Design bus_arbiter_mux, sky130hd; sources not shown.
run_1/layer_met1.png
Scale: 4 px per um. Supply wires on this layer in gray.
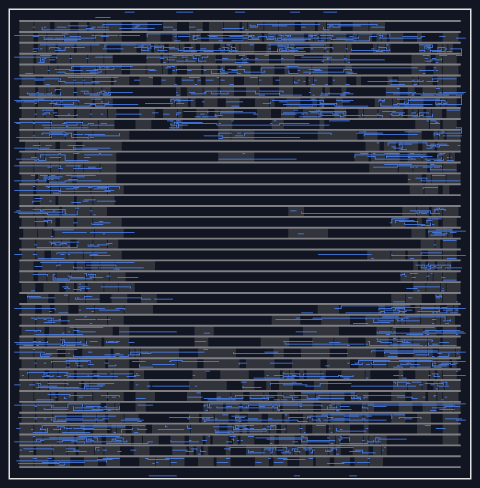
nets with wire on the layer: 770
wire length on this layer: 4,710 um
share of all routed wire: 35%
sum of routed wire length over all layers: 13,500 um
met1 GRT Util: 0.168
overall via count from detail_route: 3,797

run_1/layer_met2.png
Scale: 4 px per um.
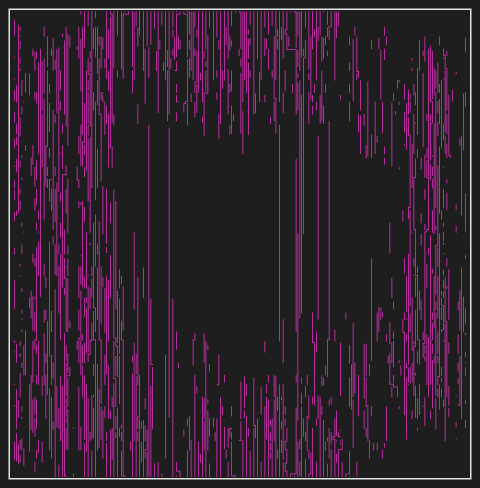
longest straight run: 87.7 um
nets with wire on the layer: 772
share of all routed wire: 55%
main direction: vertical
wire length on this layer: 7,380 um
global-route track usage on met2: 0.346

run_1/layer_met3.png
Scale: 4 px per um.
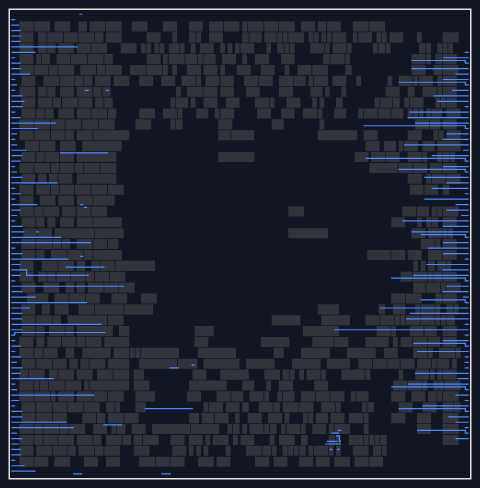
share of all routed wire: 8.3%
wire length on this layer: 1,120 um
main direction: horizontal
nets with wire on the layer: 168
longest straight run: 33.4 um
GR Layer Usage met3: 0.0417

run_1/layer_met4.png
Scale: 3 px per um. Supply wires on this layer in gray.
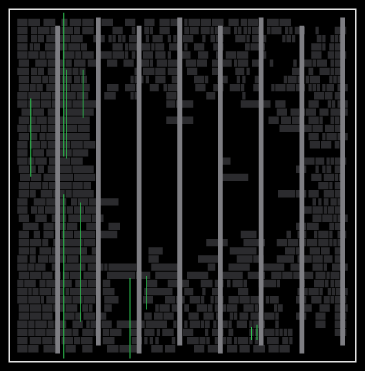
nets with wire on the layer: 10
wire length on this layer: 258 um

==> job_summary.md, run 1 <==
## PnR job results

| Metric | Value |
|---|---|
| CTS sink count | 6 |
| Clock latency reported for the late side of the worst-skew pair | 0.23 ns |
| Die width | 115 um |
| Syn Nets | 641 |
| Clock tree from TritonCTS | built |
| Share of synthesized area occupied by flip-flops and latches | 0.0691 |
| Post-DR wirelength/cell | 15.3 um |
| Count of state elements after synthesis | 6 |
| Main area contributors after synthesis | sky130_fd_sc_hd__nand2_1, sky130_fd_sc_hd__nand3_2, sky130_fd_sc_hd__a21oi_1 |
| Multiplexer share of the synthesized area | 0 |
| Transition time at the pin with the least slew margin | 0.277 ns |
| Achievable clock frequency | 587 MHz |
| # Max-Cap Violations | 0 |
| Failing checks | negative setup slack |
| Die Y-Extent | 117 um |
| WHS | 0.298 ns |
| Total routing usage reported by global routing | 0.169 |
| Setup TNS Final | -16.71 ns |
| Total power density per cell area | 447 mW/mm2 |
| Post-Synth XOR/XNOR Area | 0 |
| Result of the run | finished with violations |
| Number of global-route vias before repair | 3,588 |
| Final max-slew violation count | 0 |
| Yosys stat cell total | 423 |
| Count of buffers from port buffering | 292 |
| Number of detailed-route iterations in the first pass | 4 |
| Worst Reg-to-Reg Cells | 7 |
| Drc violations | 0 |
| CP Data Arrival Time | 1.42 ns |
| Area enclosed by the die boundary | 0.0135 mm2 |
| Area of the core | 0.0123 mm2 |
| Area of the mapped netlist | 0.00219 mm2 |
| Final antenna-violating net count | 0 |
| Static power due to leakage | 0.00314 uW |
| Post-Layout Cell Count | 882 |
| Top-level port count | 293 |
| Total congestion overflow after global routing | 0 |
| Log Warnings | 28 |
| Seq. cell area | 156 um2 |
| Inserted Clock Buffers | 3 |
| Clk_skew | 0.00495 ns |
| Final setup violation count | 74 |
| Number of hold-slack violations in the final timing report | 0 |
| Post-synthesis to final-layout area growth | 207% |
| Cell with the most instances after synthesis | sky130_fd_sc_hd__nand2_1 |
| Adder-Cell Fraction of Synth Area | 0 |
| Number of violations reported at the end of detailed-routing iteration 0 | 110 |
| Category of the worst setup path capture point | output port |
| Clock slew at reported path FFs | 0.04 ns |
| And-or/or-and share of the synthesized area | 0.165 |
| Antenna diode instance count | 0 |
| Class of the tightest hold or removal check | input pin to async pin |
| Fraction of layout instances using a drive strength above 1 | 0.445 |
| Type of the worst setup path | register to output port |
| Req. time, crit path | 1.12 ns |
| Half-perimeter wire length after placement | 9100 um |
| Number of antenna violations at the first check in global routing | 0 |
| Top cells by count | sky130_fd_sc_hd__nand2_1, sky130_fd_sc_hd__a21oi_1, sky130_fd_sc_hd__inv_1 |
| Number of warnings printed during yosys synthesis | 0 |
| Effective utilization at floorplan | 0.178 |
| Final-layout fill cell count | 1,076 |
| Main flop type after synthesis | sky130_fd_sc_hd__dfrtp_1 |
| Share of the cycle needed by the critical path after routing | 1.22 |
| Main logic family after synthesis | simple AND/OR/NAND/NOR gates |
| Number of standard-cell rows in the floorplan | 41 |
| Maximum root-to-sink buffer count | 2 |
| Share of flip-flops with an asynchronous set or reset after synthesis | 1.00 |
| Yosys top cell by area | sky130_fd_sc_hd__nand2_1 |
| Setup slack after placement | -0.548 ns |
| Setup repair after global routing missed its margin | true |
| Mean cell area of the mapped netlist | 5.18 um2 |
| Max FFs per register | 4 |
| Count of mapped cells out of synthesis | 423 |
| Number of different library cells in the post-synthesis netlist | 14 |
| Slew headroom | 0.815 |
| CP Launch Type | register |
| Post-layout worst setup margin | -0.305 ns |
| Final GP Congestion | 0.796 |
| Global-route wire length before repair | 18,000 um |
| Worst ir drop on vdd | 0.306 mV |
| Net count reported at finish | 951 |
| Maximum number of pins on one net before global-route repair | 51 |
| Top-area cell type share of the netlist area | 0.430 |
| Number of placed cells counting well taps | 851 |
-- run 1: metal layers --
metal	GRT usage	up-vias	part of all wire
li1	-	1920	-
met1	0.168	1677	0.35
met2	0.346	180	0.55
met3	0.0417	20	0.083
met4	0.0434	0	0.019
met5	0	-	0
-- run 1: timing repair --
item                                    in CTS  in global routing
endpoints found under the setup margin      74                 74
gates cloned                                12                  4
hold buffers                                 0                  0
endpoints found under the hold margin        0                  0
buffers inserted                             9                  5
pin swaps                                   17                 34
resized                                    551                132
-- run 1: cells in the final DEF (no fill, tap or decap) --
cell / netlist / final
sky130_fd_sc_hd__nand3_2: 30 / 31
sky130_fd_sc_hd__buf_16: 0 / 9
sky130_fd_sc_hd__inv_4: 0 / 1
sky130_fd_sc_hd__clkdlybuf4s50_1: 0 / 217
sky130_fd_sc_hd__dfstp_2: 1 / 1
sky130_fd_sc_hd__clkbuf_16: 0 / 4
sky130_fd_sc_hd__clkbuf_4: 0 / 1
sky130_fd_sc_hd__clkbuf_8: 0 / 3
sky130_fd_sc_hd__buf_12: 3 / 15
sky130_fd_sc_hd__nand2_2: 0 / 73
sky130_fd_sc_hd__inv_12: 0 / 1
sky130_fd_sc_hd__dfrtp_2: 0 / 4
sky130_fd_sc_hd__nand3_4: 0 / 1
sky130_fd_sc_hd__nand2_1: 251 / 127
sky130_fd_sc_hd__nand3_1: 4 / 2
sky130_fd_sc_hd__inv_1: 32 / 32
sky130_fd_sc_hd__buf_8: 0 / 5
sky130_fd_sc_hd__a21oi_2: 11 / 32
sky130_fd_sc_hd__inv_16: 0 / 1
sky130_fd_sc_hd__nand2_4: 0 / 51
sky130_fd_sc_hd__buf_6: 8 / 76
sky130_fd_sc_hd__a21oi_4: 0 / 5
sky130_fd_sc_hd__dfrtp_1: 5 / 1
sky130_fd_sc_hd__buf_4: 6 / 10
sky130_fd_sc_hd__inv_2: 2 / 1
sky130_fd_sc_hd__a21oi_1: 53 / 27
sky130_fd_sc_hd__buf_2: 16 / 1
-- run 1: worst max-delay path, stage by stage (launching register included) --
cell and delay (ns):
sky130_fd_sc_hd__dfrtp_2 0.44, sky130_fd_sc_hd__buf_12 0.15, sky130_fd_sc_hd__buf_6 0.16, sky130_fd_sc_hd__a21oi_1 0.16, sky130_fd_sc_hd__nand2_1 0.08, sky130_fd_sc_hd__nand2_2 0.08
sky130_fd_sc_hd__buf_6 0.12
-- run 1: stage by stage --
stage                     total power (uW)  cell area (um2)   util
after floorplan                        958             2190      -
after global placement                2080             5260  0.427
after detailed placement              2090             5260  0.427
after CTS                             2800             6170  0.502
after global routing                  3190             6730  0.547
final                                 3010             6730  0.547
-- run 1: cell type report --
class,count,area share
flip-flops and latches,6,0.0232
clock buffers,4,0.00725
well taps,150,0.0279
multi-input cells,349,0.348
inverters,35,0.0223
repair buffers,337,0.569
repair inverters,1,0.00242
-- run 1: power breakdown --
part / switching, uW / internal [uW] / leakage (uW)
Sequential: 10.6 / 187 / 0.0000654
Combinational: 1110 / 1410 / 0.00304
Clock: 78.6 / 215 / 0.0000262
Total: 1200 / 1820 / 0.00314
==> run 2, diff against run 1 <==
--- a/config.mk
+++ b/config.mk
@@ -13,6 +13,7 @@
 export DETAILED_ROUTE_END_ITERATION = 8
 export DIE_AREA = 0 0 115 117
 export PLACE_DENSITY = 0.72
+export SLEW_MARGIN = 20
 export SYNTH_ARGS = -nofsm -noshare
 export SYNTH_HDL_FRONTEND = slang
 export SYNTH_SLANG_ARGS = --single-unit
run_2/layer_met1.png
Scale: 4 px per um. Supply wires on this layer in gray.
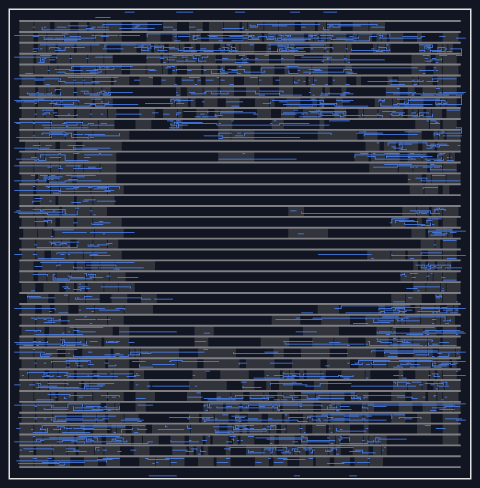
main direction: horizontal
nets with wire on the layer: 770

==> run 2 against run 1 <==
  * The flow still finishes with violations (negative setup slack)
  * First-iteration DRC count did not move
  * Clock skew did not move
  * Core utilization did not move
  * Via count did not move
  * Sequential power barely moved
  * Sequential share of layout area did not move
  * Critical endpoint unchanged
  * Largest cell class unchanged
==> job_summary.md, run 2 <==
## PnR job results

| Metric | Value |
|---|---|
| Top-area cell type share of the netlist area | 0.430 (unchanged) |
| Maximum number of pins on one net before global-route repair | 51 (unchanged) |
| Area of the mapped netlist | 0.00219 mm2 (unchanged) |
| Net load switching power | 1200 uW (unchanged) |
| Clock latency reported for the late side of the worst-skew pair | 0.23 ns (about the same) |
| Transition time at the pin with the least slew margin | 0.277 ns (unchanged) |
| Static power due to leakage | 0.00314 uW (unchanged) |
| Req. time, crit path | 1.12 ns (about the same) |
| Syn Nets | 641 (unchanged) |
| Inserted Clock Buffers | 3 (unchanged) |
| Share of synthesized area occupied by flip-flops and latches | 0.0691 (unchanged) |
| Yosys top cell by area | sky130_fd_sc_hd__nand2_1 (unchanged) |
| Cell with the most instances after synthesis | sky130_fd_sc_hd__nand2_1 (unchanged) |
| Share of the cycle needed by the critical path after routing | 1.22 (unchanged) |
| Number of hold-slack violations in the final timing report | 0 (unchanged) |
| Achievable clock frequency | 587 MHz (unchanged) |
| Total congestion overflow after global routing | 0 (unchanged) |
| Number of violations reported at the end of detailed-routing iteration 0 | 110 (unchanged) |
| Number of antenna violations at the first check in global routing | 0 (unchanged) |
| Net count reported at finish | 951 (unchanged) |
| Clock tree from TritonCTS | built (unchanged) |
| Sum of routed wire length over all layers | 13,500 um (unchanged) |
| Setup repair after global routing missed its margin | true (unchanged) |
| Category of the worst setup path capture point | output port (unchanged) |
| Result of the run | finished with violations (unchanged) |
| Log Warnings | 28 (unchanged) |
| Final antenna-violating net count | 0 (unchanged) |
| Area enclosed by the die boundary | 0.0135 mm2 (unchanged) |
| Number of different library cells in the post-synthesis netlist | 14 (unchanged) |
| Number of global-route vias before repair | 3,588 (unchanged) |
| Final GP Congestion | 0.796 (unchanged) |
| Fraction of layout instances using a drive strength above 1 | 0.445 (unchanged) |
| Final setup violation count | 74 (unchanged) |
| Max FFs per register | 4 (unchanged) |
| CP Launch Type | register (unchanged) |
| Share of flip-flops with an asynchronous set or reset after synthesis | 1.00 (unchanged) |
| Sequential power share | 0.066 (about the same) |
| Antenna diode instance count | 0 (unchanged) |
| Total routing usage reported by global routing | 0.169 (unchanged) |
| Post-synthesis to final-layout area growth | 207% (unchanged) |
| Class of the tightest hold or removal check | input pin to async pin (unchanged) |
| Worst ir drop on vdd | 0.306 mV (unchanged) |
| Half-perimeter wire length after placement | 9100 um (unchanged) |
| Type of the worst setup path | register to output port (unchanged) |
| Count of mapped cells out of synthesis | 423 (unchanged) |
| CP Data Arrival Time | 1.42 ns (about the same) |
| Clock power share | 0.098 (about the same) |
| Count of state elements after synthesis | 6 (unchanged) |
| Top cells by count | sky130_fd_sc_hd__nand2_1, sky130_fd_sc_hd__a21oi_1, sky130_fd_sc_hd__inv_1 (unchanged) |
| Die Y-Extent | 117 um (unchanged) |
| Main flop type after synthesis | sky130_fd_sc_hd__dfrtp_1 (unchanged) |
| Most used cells in the layout excluding fill and tap cells | sky130_fd_sc_hd__clkdlybuf4s50_1, sky130_fd_sc_hd__nand2_1, sky130_fd_sc_hd__buf_6, sky130_fd_sc_hd__nand2_2, sky130_fd_sc_hd__nand2_4 (unchanged) |
| Global-route wire length before repair | 18,000 um (unchanged) |
| Effective utilization at floorplan | 0.178 (unchanged) |
| Failing checks | negative setup slack (unchanged) |
| Total power density per cell area | 447 mW/mm2 (unchanged) |
| WHS | 0.298 ns (unchanged) |
| Count of buffers from port buffering | 292 (unchanged) |
| Number of warnings printed during yosys synthesis | 0 (unchanged) |
| Clock slew at reported path FFs | 0.04 ns (about the same) |
| Area of the core | 0.0123 mm2 (unchanged) |
| Net switching fraction of the power | 0.397 (unchanged) |
| Overall via count from detail_route | 3,797 (unchanged) |
| Drc violations | 0 (unchanged) |
| Post-layout worst setup margin | -0.305 ns (unchanged) |
run_2/congestion.png
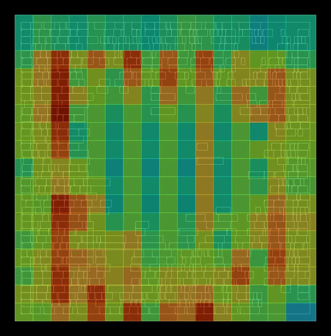
post-DR wirelength/cell: 15.3 um
utilization after layout: 0.547

[run 2: worst max-delay path, stage by stage, from the launching register on]
cell and delay (ns):
sky130_fd_sc_hd__dfrtp_2 0.44, sky130_fd_sc_hd__buf_12 0.15, sky130_fd_sc_hd__buf_6 0.16, sky130_fd_sc_hd__a21oi_1 0.16, sky130_fd_sc_hd__nand2_1 0.08, sky130_fd_sc_hd__nand2_2 0.08, sky130_fd_sc_hd__buf_6 0.12
[run 2: per-layer routing]
layer | share of wire | track usage | vias up
met2 | 0.55 | 0.346 | 180
met4 | 0.019 | 0.0434 | 0
met3 | 0.083 | 0.0417 | 20
met1 | 0.35 | 0.168 | 1677
li1 | - | - | 1920
met5 | 0 | 0 | -
[run 2: power groups by stage]
stage / registers (uW) / logic (uW) / clock network [uW]
5_1_grt: 199 / 2660 / 323
6_report: 197 / 2520 / 294
3_3_place_gp: 199 / 1880 / 0
2_1_floorplan: 197 / 761 / 0
4_1_cts: 201 / 2290 / 305
3_5_place_dp: 199 / 1890 / 0
[run 2: final cells by class]
cell class / count / area, um2
well taps: 150 / 188
flip-flops and latches: 6 / 156
clock buffers: 4 / 48.8
repair buffers: 337 / 3830
fillers: 1076 / 5580
repair inverters: 1 / 16.3
multi-input cells: 349 / 2340
inverters: 35 / 150
[run 2: metrics by stage]
stage	total power (uW)	utilization	instances	setup TNS (ns)	area, um2
3_5_place_dp	2090	0.427	851	-30.90	5260
4_1_cts	2800	0.502	876	-17.07	6170
5_1_grt	3190	0.547	882	-21.03	6730
6_report	3010	0.547	882	-16.71	6730
2_1_floorplan	958	-	423	0	2190
3_3_place_gp	2080	0.427	851	-31.33	5260
[run 2: timing repair]
item / 4_1_cts / 5_1_grt
resized: 551 / 132
setup endpoints to repair: 74 / 74
cloned: 12 / 4
buffers inserted: 9 / 5
hold buffers: 0 / 0
pin swaps: 17 / 34
[run 2: cell families (layout without fill, tap and decap cells)]
kind of cell	count (synthesis)	after routing	synth area share
and+or+nand+nor	285	285	0.577
buffers and inverters	68	377	0.189
AOI/OAI and AO/OA	64	64	0.165
DFF	6	6	0.0691
Power is estimated from default activity; no workload was simulated.
